### Logic cells by family, run 1

The bar under the picture is 50 um long.
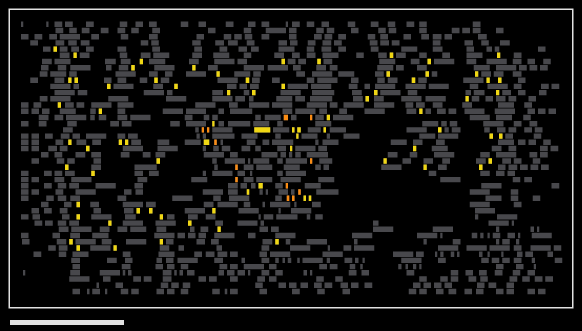
### Placement view, run 1

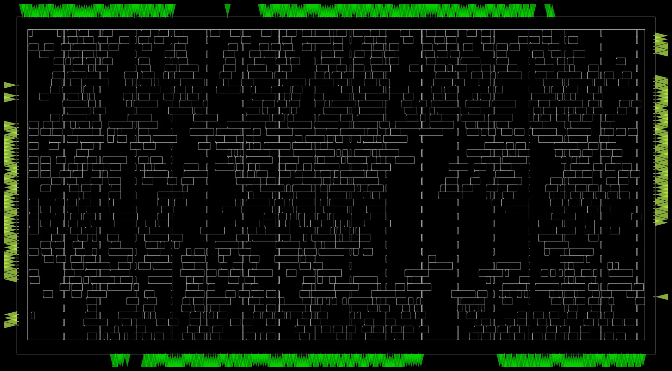
### Placed cells, one color a class, run 1

The bar under the picture is 50 um long. Fill, decap, tap and diode cells in gray.
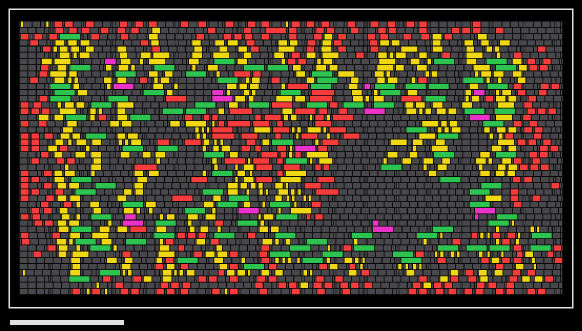
File: src/rtl/burst_ram_arbiter.sv
// burst_ram_arbiter
// Shares one burst RAM command port between two cache masters (m0, m1).
// Every command reloads a global delay counter so that commands from
// interleaved masters keep the RAM's minimum command spacing. A grant is
// held for the complete burst: write beats are streamed from the owner,
// and read beats are routed back to the owner only.
//
// Optional build macro: BR_ARB_FIXED_PRIORITY_EN
//   defined   -> m0 always wins simultaneous requests (no round-robin pointer)
//   undefined -> round robin between the two masters
//
// State table:
//   ST_IDLE      | wait for delay counter == 0 and a request, then issue
//   ST_WRITE     | forward write beats 1..BURST_BEAT_COUNT-1 from the owner
//   ST_READ_WAIT | route read beats to the owner until a full burst is seen

module burst_ram_arbiter #(
    parameter int BURST_RAM_DEPTH_BITWIDTH = 21,
    parameter int COMMAND_DELAY_INTERVAL   = 13,
    parameter int BURST_BEAT_COUNT         = 4
) (
    input  logic                                clk_i,
    input  logic                                rst_ni,

    input  logic                                m0_req_i,
    input  logic                                m0_cmd_i,
    input  logic [BURST_RAM_DEPTH_BITWIDTH-1:0] m0_addr_i,
    input  logic [63:0]                         m0_wr_data_i,
    output logic                                m0_ack_o,
    output logic [63:0]                         m0_rd_data_o,
    output logic                                m0_rd_data_valid_o,

    input  logic                                m1_req_i,
    input  logic                                m1_cmd_i,
    input  logic [BURST_RAM_DEPTH_BITWIDTH-1:0] m1_addr_i,
    input  logic [63:0]                         m1_wr_data_i,
    output logic                                m1_ack_o,
    output logic [63:0]                         m1_rd_data_o,
    output logic                                m1_rd_data_valid_o,

    output logic                                br_cmd_o,
    output logic                                br_cmd_en_o,
    output logic [BURST_RAM_DEPTH_BITWIDTH-1:0] br_addr_o,
    output logic [63:0]                         br_wr_data_o,
    output logic [7:0]                          br_data_mask_o,
    input  logic [63:0]                         br_rd_data_i,
    input  logic                                br_rd_data_valid_i
);

    localparam int AW     = BURST_RAM_DEPTH_BITWIDTH;
    localparam int CNT_W  = $clog2(COMMAND_DELAY_INTERVAL + 1);
    localparam int BEAT_W = (BURST_BEAT_COUNT > 2) ? $clog2(BURST_BEAT_COUNT) : 1;

    localparam logic [CNT_W-1:0]  DLY_LOAD = CNT_W'(COMMAND_DELAY_INTERVAL);
    localparam logic [CNT_W-1:0]  DLY_ONE  = CNT_W'(1);
    localparam logic [BEAT_W-1:0] BEAT_ONE = BEAT_W'(1);
    // Read bursts end on the last valid beat; write bursts end after the
    // beats that follow beat 0 (beat 0 travels with the command itself).
    localparam logic [BEAT_W-1:0] RD_LAST  = BEAT_W'(BURST_BEAT_COUNT - 1);
    localparam logic [BEAT_W-1:0] WR_LAST  = BEAT_W'(BURST_BEAT_COUNT - 2);

    typedef enum logic [1:0] {
        ST_IDLE      = 2'd0,
        ST_WRITE     = 2'd1,
        ST_READ_WAIT = 2'd2
    } state_e;

    state_e            state_q;
    logic [CNT_W-1:0]  dly_cnt_q;
    logic [BEAT_W-1:0] beat_cnt_q;
    logic              owner_q;
    logic              br_cmd_en_q;
    logic              br_cmd_q;
    logic [AW-1:0]     br_addr_q;
    logic [63:0]       br_wr_data_q;
    logic              m0_ack_q;
    logic              m1_ack_q;
`ifndef BR_ARB_FIXED_PRIORITY_EN
    // Master granted most recently; reset value 1 makes m0 win the first tie.
    logic              last_q;
`endif

    logic              issue_d;
    logic              win_d;
    logic              sel_cmd_d;
    logic [AW-1:0]     sel_addr_d;
    logic [63:0]       sel_wr_data_d;
    logic [63:0]       own_wr_data_d;

    // Arbitration: pick the winner and decide whether a command issues at the next edge.
    always_comb begin
        win_d = 1'b0;
`ifdef BR_ARB_FIXED_PRIORITY_EN
        win_d = ~m0_req_i;
`else
        if (m0_req_i && m1_req_i) begin
            win_d = ~last_q;
        end else begin
            win_d = ~m0_req_i;
        end
`endif
        issue_d       = (state_q == ST_IDLE) && (dly_cnt_q == '0) && (m0_req_i || m1_req_i);
        sel_cmd_d     = win_d ? m1_cmd_i     : m0_cmd_i;
        sel_addr_d    = win_d ? m1_addr_i    : m0_addr_i;
        sel_wr_data_d = win_d ? m1_wr_data_i : m0_wr_data_i;
        own_wr_data_d = owner_q ? m1_wr_data_i : m0_wr_data_i;
    end

    // Sequencer: delay counter, burst tracking and all registered outputs.
    always_ff @(posedge clk_i or negedge rst_ni) begin
        if (!rst_ni) begin
            state_q      <= ST_IDLE;
            dly_cnt_q    <= '0;
            beat_cnt_q   <= '0;
            owner_q      <= 1'b0;
            br_cmd_en_q  <= 1'b0;
            br_cmd_q     <= 1'b0;
            br_addr_q    <= '0;
            br_wr_data_q <= '0;
            m0_ack_q     <= 1'b0;
            m1_ack_q     <= 1'b0;
`ifndef BR_ARB_FIXED_PRIORITY_EN
            last_q       <= 1'b1;
`endif
        end else begin
            br_cmd_en_q <= 1'b0;
            m0_ack_q    <= 1'b0;
            m1_ack_q    <= 1'b0;
            if (dly_cnt_q != '0) begin
                dly_cnt_q <= dly_cnt_q - DLY_ONE;
            end

            case (state_q)
                ST_IDLE: begin
                    if (issue_d) begin
                        br_cmd_en_q  <= 1'b1;
                        br_cmd_q     <= sel_cmd_d;
                        br_addr_q    <= sel_addr_d;
                        br_wr_data_q <= sel_wr_data_d;
                        m0_ack_q     <= ~win_d;
                        m1_ack_q     <= win_d;
                        owner_q      <= win_d;
`ifndef BR_ARB_FIXED_PRIORITY_EN
                        last_q       <= win_d;
`endif
                        dly_cnt_q    <= DLY_LOAD;
                        beat_cnt_q   <= '0;
                        state_q      <= sel_cmd_d ? ST_WRITE : ST_READ_WAIT;
                    end
                end

                ST_WRITE: begin
                    br_wr_data_q <= own_wr_data_d;
                    if (beat_cnt_q == WR_LAST) begin
                        beat_cnt_q <= '0;
                        state_q    <= ST_IDLE;
                    end else begin
                        beat_cnt_q <= beat_cnt_q + BEAT_ONE;
                    end
                end

                ST_READ_WAIT: begin
                    if (br_rd_data_valid_i) begin
                        if (beat_cnt_q == RD_LAST) begin
                            beat_cnt_q <= '0;
                            state_q    <= ST_IDLE;
                        end else begin
                            beat_cnt_q <= beat_cnt_q + BEAT_ONE;
                        end
                    end
                end

                default: begin
                    state_q <= ST_IDLE;
                end
            endcase
        end
    end

    assign br_cmd_en_o    = br_cmd_en_q;
    assign br_cmd_o       = br_cmd_q;
    assign br_addr_o      = br_addr_q;
    assign br_wr_data_o   = br_wr_data_q;
    assign br_data_mask_o = 8'h00;
    assign m0_ack_o       = m0_ack_q;
    assign m1_ack_o       = m1_ack_q;

    // Read data is broadcast; only the valid strobe selects the receiver.
    // Valids outside a read burst reach nobody.
    assign m0_rd_data_o       = br_rd_data_i;
    assign m1_rd_data_o       = br_rd_data_i;
    assign m0_rd_data_valid_o = br_rd_data_valid_i && (state_q == ST_READ_WAIT) && !owner_q;
    assign m1_rd_data_valid_o = br_rd_data_valid_i && (state_q == ST_READ_WAIT) &&  owner_q;

endmodule

File: config.mk
export PLATFORM = sky130hd
export DESIGN_NAME = burst_ram_arbiter
export DESIGN_NICKNAME = d
export VERILOG_FILES = /design/src/rtl/burst_ram_arbiter.sv
export SDC_FILE = /design/constraint.sdc
export NUM_CORES = 1
export LEC_CHECK = 0
export ABC_AREA = 0
export CELL_PAD_IN_SITES_DETAIL_PLACEMENT = 1
export CELL_PAD_IN_SITES_GLOBAL_PLACEMENT = 1
export CORE_AREA = 4 4 242 126
export CTS_BUF_LIST = sky130_fd_sc_hd__clkbuf_4 sky130_fd_sc_hd__clkbuf_8 sky130_fd_sc_hd__clkbuf_16
export DETAILED_ROUTE_END_ITERATION = 8
export DIE_AREA = 0 0 246 130
export PLACE_DENSITY_LB_ADDON = 0.1
export SETUP_SLACK_MARGIN = 0.4
export SKIP_LAST_GASP = 1
export SLEW_MARGIN = 20
export SYNTH_ARGS = -nofsm -noshare
export SYNTH_HDL_FRONTEND = slang
export SYNTH_SLANG_ARGS = --single-unit
File: constraint.sdc
create_clock -name clk_i -period 2.4 [get_ports clk_i]
set_input_delay 0.36 -clock clk_i [delete_from_list [all_inputs] [get_ports clk_i]]
set_output_delay 0.36 -clock clk_i [all_outputs]
set_load 0.01 [all_outputs]
==> flow report, run 1 <==
========================================================================================================
Mean number of vias per cell ..............................................................        5.009
Remaining global-route overflow ...........................................................            0
Met3 global-route usage ...................................................................      0.06838
Routed wire per std cell ..................................................................     24.27 um
Proportion of synthesized chip area in sequential cells ...................................       0.3405
Number of antenna violations at the first check in global routing .........................            1
Area growth from synthesis to final layout ................................................       56.05%
Number of global-route vias before repair .................................................         6941
Final GP Congestion .......................................................................       0.7825
Number of H-tree branching levels .........................................................            3
Critical Path Sink Type ...................................................................    flip-flop
Pwr dens ..................................................................................  1143 nW/um2
Syn Area/Cell .............................................................................    9.771 um2
Type of the worst setup path .............................................................. flip-flop to flip-flop
Yosys warning tally .......................................................................            0
Post-route setup slack ....................................................................    0.2334 ns
Maximum fanout along the worst path .......................................................            8
Number of synthesized register bits .......................................................           99
Class of the tightest hold or removal check ............................................... input pin to async pin
First-pass GRT wire length ................................................................     42.71 mm
Fraction of layout instances using a drive strength above 1 ...............................       0.3006
Layout Nets ...............................................................................         1150
Post-synthesis cell area ..................................................................     7279 um2
Drc violations ............................................................................            0
Chip area .................................................................................    31980 um2
Number of inserted diodes .................................................................            0
Gr busiest metal ..........................................................................         met2
FFs w/ async S/R, synth ...................................................................        1.000
TritonRoute pass-1 iters ..................................................................            4
Worst VDD drop ............................................................................  0.0006745 V
WP data arrival ...........................................................................      2.43 ns
Chip height ...............................................................................       130 um
Sum of internal, switching and leakage power ..............................................     12.99 mW
Leak Pwr ..................................................................................     4.566 nW
Final hold violation count ................................................................            0
Unrepaired setup endpoints after global routing ...........................................         true
Dominant register cell in the synthesized netlist .........................................      dfrtp_1
Global-route usage over all layers ........................................................       0.1750
Top-level I/O count .......................................................................          468
Port buffer count .........................................................................          267
Number of synthesized flops with an enable pin ............................................            0
Total length of routed wires ..............................................................     31.45 mm
Number of buffers between clock root and the deepest sink .................................            2
Number of sinks handled by clock tree synthesis ...........................................           99
Worst-margin pin slew .....................................................................    0.6344 ns
Mapped Cells ..............................................................................          745
Post-CTS clock slew at the launch and capture registers of the worst setup and hold paths .      0.07 ns
Largest net degree at the start of global routing .........................................           45
Starting DRT DRC Count ....................................................................          192
Synthesis area per yosys ..................................................................     7279 um2
Crit share post-route .....................................................................       0.9028
Max-Cap Viols .............................................................................            0
Final Max Slew Viols ......................................................................            0
Routing usage on met2 .....................................................................       0.2651
Number of failing setup endpoints in the final timing report ..............................            0
Setup Skew ................................................................................   0.01484 ns
Maximum operating frequency ...............................................................    461.5 MHz
Run status ................................................................................ finished clean
Latency at later pin ......................................................................      0.38 ns
Number of routed nets with antenna violations .............................................            0
Number of OpenROAD warnings ...............................................................           35
Clock buffer count from CTS ...............................................................            9
CTS tree ..................................................................................          yes
Synth unique cells ........................................................................           35
Met1 usage ................................................................................       0.2394
Top cells excl fill/tap ................................................................... 264 x clkdlybuf4s50_1, 96 x dfrtp_1, 88 x mux2i_1, 64 x mux2_2, 64 x nor3_1
Endpoint required time on the critical path ...............................................      2.66 ns
Worst-case headroom to the max-slew limit .................................................       0.5770
Worst slack at placement ..................................................................    0.1052 ns
Placed wire-length estimate ...............................................................     19.39 mm
Yosys stat cell total .....................................................................          745
Post-layout minimum cycle time ............................................................     2.167 ns
Number of vias after detailed routing .....................................................         6492
TNS Setup .................................................................................         0 ns
Effective utilization at floorplan ........................................................       0.2558
Worst reg-to-reg path cell count ..........................................................            9
Launching element type of the critical path ...............................................    flip-flop
Placement Cell Area .......................................................................     9579 um2
Die Width .................................................................................       246 um
Cell at the root of the clock tree ........................................................    clkbuf_16
========================================================================================================
Back to the opening pictures, 'Logic cells by family':
legend:
  NOR gates:
    color: yellow
    cells: 75
    most_used: nor3_1
  inverters:
    color: orange
    cells: 12
    most_used: inv_1
    where: center
most frequent logic cell in the layout: clkdlybuf4s50_1
number of standard cells in the final layout excluding fillers: 1296
fraction of area in multi-input gates: 0.3789

Back to the opening pictures, 'Placement view':
Std-Cell Rows: 44
fillers: 3082
core footprint: 28460 um2
Post-Route Utilization: 0.3991
number of flip-flops and latches: 99

Back to the opening pictures, 'Placed cells, one color a class':
legend:
  all other logic:
    color: yellow
    cells: 460
  clock drivers and dummy loads:
    color: magenta
    cells: 16
  flip-flops:
    color: green
    cells: 99
  other buffers and delay cells:
    color: red
    cells: 330
final standard cell area without fillers: 11360 um2
Seq/total area: 0.2184

[run 1: Yosys cell counts (all sizes together), types with 6 or more instances]
library cell | instances | area share
o22ai | 64 | 0.055
a21oi | 6 | 0.0041
inv | 12 | 0.0062
o21ai | 28 | 0.019
nand2 | 30 | 0.015
nor3 | 64 | 0.044
clkbuf | 30 | 0.015
a211oi | 64 | 0.076
dfrtp | 98 | 0.34
mux2i | 88 | 0.12
ha | 9 | 0.015
mux2 | 64 | 0.099
buf | 163 | 0.17
nor2 | 9 | 0.0069
[run 1: flip-flops by register name (all words and copies together) (netlist names), 2 cells and up]
name / cells
br_addr_o: 21
dly_cnt_q: 4
state_q: 2
br_wr_data_o: 64
beat_cnt_q: 2
[run 1: layout make-up]
| cell class | instances | area (um2) | area share |
|---|---|---|---|
| Multi-Input combinational cell | 448 | 4304 | 0.3789 |
| Timing Repair Buffer | 330 | 3737 | 0.3290 |
| Sequential cell | 99 | 2481 | 0.2184 |
| Tap cell | 391 | 489.2 | 0.04307 |
| Clock buffer | 13 | 280.3 | 0.02467 |
| Inverter | 12 | 47.55 | 0.004185 |
| Clock inverter | 3 | 20.02 | 0.001762 |
[run 1: stage by stage]
stage,cells,hold slack (ns)
after global routing,1296,0.5038
after global placement,1244,0.3324
final,1296,0.4769
after detailed placement,1244,0.3329
after CTS,1277,0.4783
after floorplan,752,0.06441
[run 1: timing repair]
item | in CTS | in global routing
hold buffers | 1 | 0
endpoints found under the hold margin | 27 | 0
resized | 31 | 126
setup buffers | 10 | 6
cloned | 6 | 13
pin swaps | 5 | 30
endpoints found under the setup margin | 92 | 87
[run 1: logic make-up after synthesis]
| family | Yosys count | synth area share |
|---|---|---|
| compound gates | 169 | 0.1638 |
| fa+ha+maj | 9 | 0.01547 |
| buf+inv | 205 | 0.1867 |
| flops | 99 | 0.3405 |
| mux | 152 | 0.2200 |
| other cells | 1 | 0.0005151 |
| simple gates | 110 | 0.07305 |
[run 1: final timing paths]
| kind | slack [ns] | start | to |
|---|---|---|---|
| worst min-delay path | 0.48 | rst_ni | br_addr_o[8] |
| worst max-delay path | 0.23 | dly_cnt_q[0] | br_wr_data_o[1] |
| max in group asynchronous | 1.26 | rst_ni | last_q |
| worst min register to register | 0.48 | br_addr_o[10] | br_addr_o[10] |
| worst max register to register | 0.23 | dly_cnt_q[0] | br_wr_data_o[1] |
| min in group clk_i | 0.48 | br_addr_o[10] | br_addr_o[10] |
[run 1: critical path, cell delays in order, from the launching register on]
cell	delay, ns
dfrtp_1	0.40
inv_2	0.08
ha_4	0.13
or3b_4	0.38
buf_6	0.14
o21ai_4	0.14
buf_4	0.20
clkbuf_16	0.23
o22ai_2	0.10
a211oi_1	0.25
[run 1: metal layers]
metal	routed length, um	vias up
li1	-	2911
met5	7	-
met3	2284	24
met2	13770	263
met4	256	2
met1	15130	3292
[run 1: report_power, final]
part,internal (mW),switching [mW],total (mW),leakage (nW)
Clock,0.817,0.705,1.52,0.144
Combinational,4.51,3.66,8.17,3.11
Sequential,2.43,0.864,3.29,1.32
Total,7.75,5.23,13.0,4.57
--- run 2 (diff from run 1) ---
CTS_CLUSTER_DIAMETER = 100   (was unset)
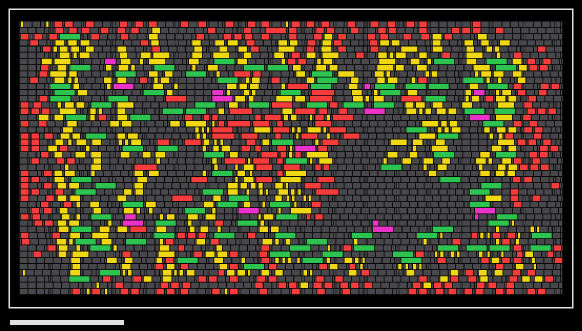
*Placed cells, one color a class, run 2*
The bar under the picture is 50 um long. Fill, decap, tap and diode cells in gray.
legend:
  other buffers and delay cells:
    color: red
    cells: 330
  clock drivers and dummy loads:
    color: magenta
    cells: 16
  flip-flops:
    color: green
    cells: 99
  all other logic:
    color: yellow
    cells: 460

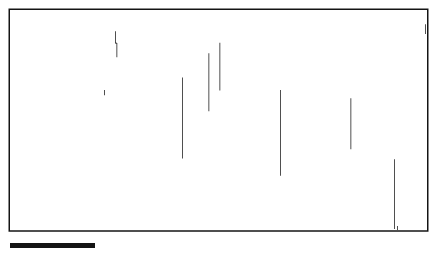
*Metal 4, run 2*
The bar under the picture is 50 um long.
longest straight run: 50.3 um
main direction: vertical
share of all routed wire: 0.82%
wire length on this layer: 257 um
total length of routed wires: 31.45 mm
number of vias after detailed routing: 6492

==> run 2 against run 1 <==
Final cell count unchanged. Sequential cell count unchanged. Largest cell class unchanged. Critical endpoint unchanged. Synthesized cell count unchanged.
==> flow report, run 2 <==
========================================================================================================
Worst-case headroom to the max-slew limit .................................................       0.5770   unchanged
Die Width .................................................................................       246 um   unchanged
Number of flip-flops under the largest register name ......................................           64   unchanged
Routed wire per std cell ..................................................................     24.27 um   unchanged
Number of failing setup endpoints in the final timing report ..............................            0   unchanged
Critical Path Sink Type ...................................................................    flip-flop
Yosys stat cell total .....................................................................          745   unchanged
Post-layout minimum cycle time ............................................................     2.167 ns   unchanged
Synthesis area per yosys ..................................................................     7279 um2   unchanged
Mean number of vias per cell ..............................................................        5.009   unchanged
First-pass GRT wire length ................................................................     42.71 mm   unchanged
Maximum fanout along the worst path .......................................................            8   unchanged
Latency at later pin ......................................................................      0.38 ns   about the same
CTS tree ..................................................................................          yes
Core footprint ............................................................................    28460 um2   unchanged
Final GP Congestion .......................................................................       0.7825   unchanged
Starting DRT DRC Count ....................................................................          192   unchanged
Pwr dens ..................................................................................  1143 nW/um2   unchanged
Top cells excl fill/tap ................................................................... 264 x clkdlybuf4s50_1, 96 x dfrtp_1, 88 x mux2i_1, 64 x mux2_2, 64 x nor3_1
Number of synthesized flops with an enable pin ............................................            0   unchanged
Area share of the leading cell type in the synthesized netlist ............................       0.3369   unchanged
Effective utilization at floorplan ........................................................       0.2558   unchanged
Run status ................................................................................ finished clean
WP data arrival ...........................................................................      2.43 ns   about the same
TNS Setup .................................................................................         0 ns   unchanged
Maximum operating frequency ...............................................................    461.5 MHz   unchanged
Hold slack ................................................................................    0.4769 ns   unchanged
Most frequent logic cell in the layout .................................................... clkdlybuf4s50_1
Chip height ...............................................................................       130 um   unchanged
Number of global-route vias before repair .................................................         6941   unchanged
Post-CTS clock slew at the launch and capture registers of the worst setup and hold paths .      0.07 ns   about the same
Final hold violation count ................................................................            0   unchanged
Number of synthesized register bits .......................................................           99   unchanged
Placed wire-length estimate ...............................................................     19.39 mm   unchanged
Post-synthesis cell area ..................................................................     7279 um2   unchanged
Cell at the root of the clock tree ........................................................    clkbuf_16
Number of OpenROAD warnings ...............................................................           35   unchanged
Worst slack at placement ..................................................................    0.1052 ns   unchanged
Global-route usage over all layers ........................................................       0.1750   unchanged
Dominant register cell in the synthesized netlist .........................................      dfrtp_1
Launching element type of the critical path ...............................................    flip-flop
Area growth from synthesis to final layout ................................................       56.05%   unchanged
Largest net degree at the start of global routing .........................................           45   unchanged
Fraction of layout instances using a drive strength above 1 ...............................       0.3006   unchanged
Max-Cap Viols .............................................................................            0   unchanged
Number of H-tree branching levels .........................................................            3   unchanged
Remaining global-route overflow ...........................................................            0   unchanged
Final Max Slew Viols ......................................................................            0   unchanged
Number of sinks handled by clock tree synthesis ...........................................           99   unchanged
Syn Area/Cell .............................................................................    9.771 um2   unchanged
Crit share post-route .....................................................................       0.9028   unchanged
Class of the tightest hold or removal check ............................................... input pin to async pin
Chip area .................................................................................    31980 um2   unchanged
Number of inserted diodes .................................................................            0   unchanged
FFs w/ async S/R, synth ...................................................................        1.000   unchanged
Proportion of synthesized chip area in sequential cells ...................................       0.3405   unchanged
Synth unique cells ........................................................................           35   unchanged
Mapped Cells ..............................................................................          745   unchanged
Clock buffer count from CTS ...............................................................            9   unchanged
Most instantiated library cell after synthesis ............................................        buf_4
Top-level I/O count .......................................................................          468   unchanged
Worst VDD drop ............................................................................  0.0006745 V   unchanged
Port buffer count .........................................................................          267   unchanged
Endpoint required time on the critical path ...............................................      2.66 ns   about the same
Number of antenna violations at the first check in global routing .........................            1   unchanged
TritonRoute pass-1 iters ..................................................................            4   unchanged
Number of routed nets with antenna violations .............................................            0   unchanged
Unrepaired setup endpoints after global routing ...........................................         true
Yosys warning tally .......................................................................            0   unchanged
Number of buffers between clock root and the deepest sink .................................            2   unchanged
Most used standard cells in the synthesized netlist ....................................... 144 x buf_4, 98 x dfrtp_1, 88 x mux2i_1
Most area-hungry cell type in the Yosys netlist ...........................................      dfrtp_1
========================================================================================================
run 2: cell counts in the layout (fill, tap and decap cells not counted):
Identical to the previous run, type by type.
run 2: final timing paths:
path / startpoint / endpoint / slack (ns) / cells past startpoint
hold / removal: rst_ni / br_addr_o[8] / 0.48 / 2
max in group asynchronous: rst_ni / last_q / 1.26 / 3
setup reg to reg: dly_cnt_q[0] / br_wr_data_o[1] / 0.23 / 9
hold reg to reg: br_addr_o[10] / br_addr_o[10] / 0.48 / 2
min in group clk_i: br_addr_o[10] / br_addr_o[10] / 0.48 / 2
setup / recovery: dly_cnt_q[0] / br_wr_data_o[1] / 0.23 / 9
run 2: layer usage:
layer / vias to the layer above / wire [um] / global-route usage
met4: 2 / 256 / 0.03299
li1: 2911 / - / -
met1: 3292 / 15130 / 0.2394
met5: - / 7 / 0
met3: 24 / 2284 / 0.06838
met2: 263 / 13770 / 0.2651
run 2: area by class of cell:
type	count	area, um2
Clock inverter	3	20.02
Clock buffer	13	280.3
Multi-Input combinational cell	448	4304
Inverter	12	47.55
Sequential cell	99	2481
Timing Repair Buffer	330	3737
Tap cell	391	489.2
Fill cell	3082	17100
run 2: worst max-delay path: stages (launching register included):
cell and delay [ns]:
dfrtp_1 0.40, inv_2 0.08, ha_4 0.13, or3b_4 0.38, buf_6 0.14, o21ai_4 0.14
buf_4 0.20, clkbuf_16 0.23, o22ai_2 0.10, a211oi_1 0.25
run 2: cells by family after synthesis:
kind of cell,count (synthesis),synth area share
buffers and inverters,205,0.1867
AND-OR/OR-AND,169,0.1638
multiplexers,152,0.2200
AND/OR/NAND/NOR,110,0.07305
flip-flops,99,0.3405
adder cells (fa/ha/maj),9,0.01547
other,1,0.0005151
run 2: power breakdown:
part / internal (mW) / total, mW / switching [mW]
Sequential: 2.43 / 3.29 / 0.864
Combinational: 4.51 / 8.17 / 3.66
Clock: 0.817 / 1.52 / 0.705
run 2: per-stage QoR:
step / util / power (mW) / cell area, um2 / instances
after detailed placement: 0.3366 / 9.158 / 9579 / 1244
after global placement: 0.3366 / 8.962 / 9579 / 1244
after CTS: 0.3599 / 11.43 / 10240 / 1277
after global routing: 0.3991 / 13.74 / 11360 / 1296
after floorplan: - / 6.471 / 7321 / 752
final: 0.3991 / 12.99 / 11360 / 1296
run 2: timing repair:
action	in CTS	in global routing
pin swaps	5	30
setup buffers	10	6
hold endpoints to repair	27	0
hold buffers	1	0
resized	31	126
endpoints found under the setup margin	92	87
cloned	6	13
Power figures rest on the tool's default switching activity, not on a simulated workload.
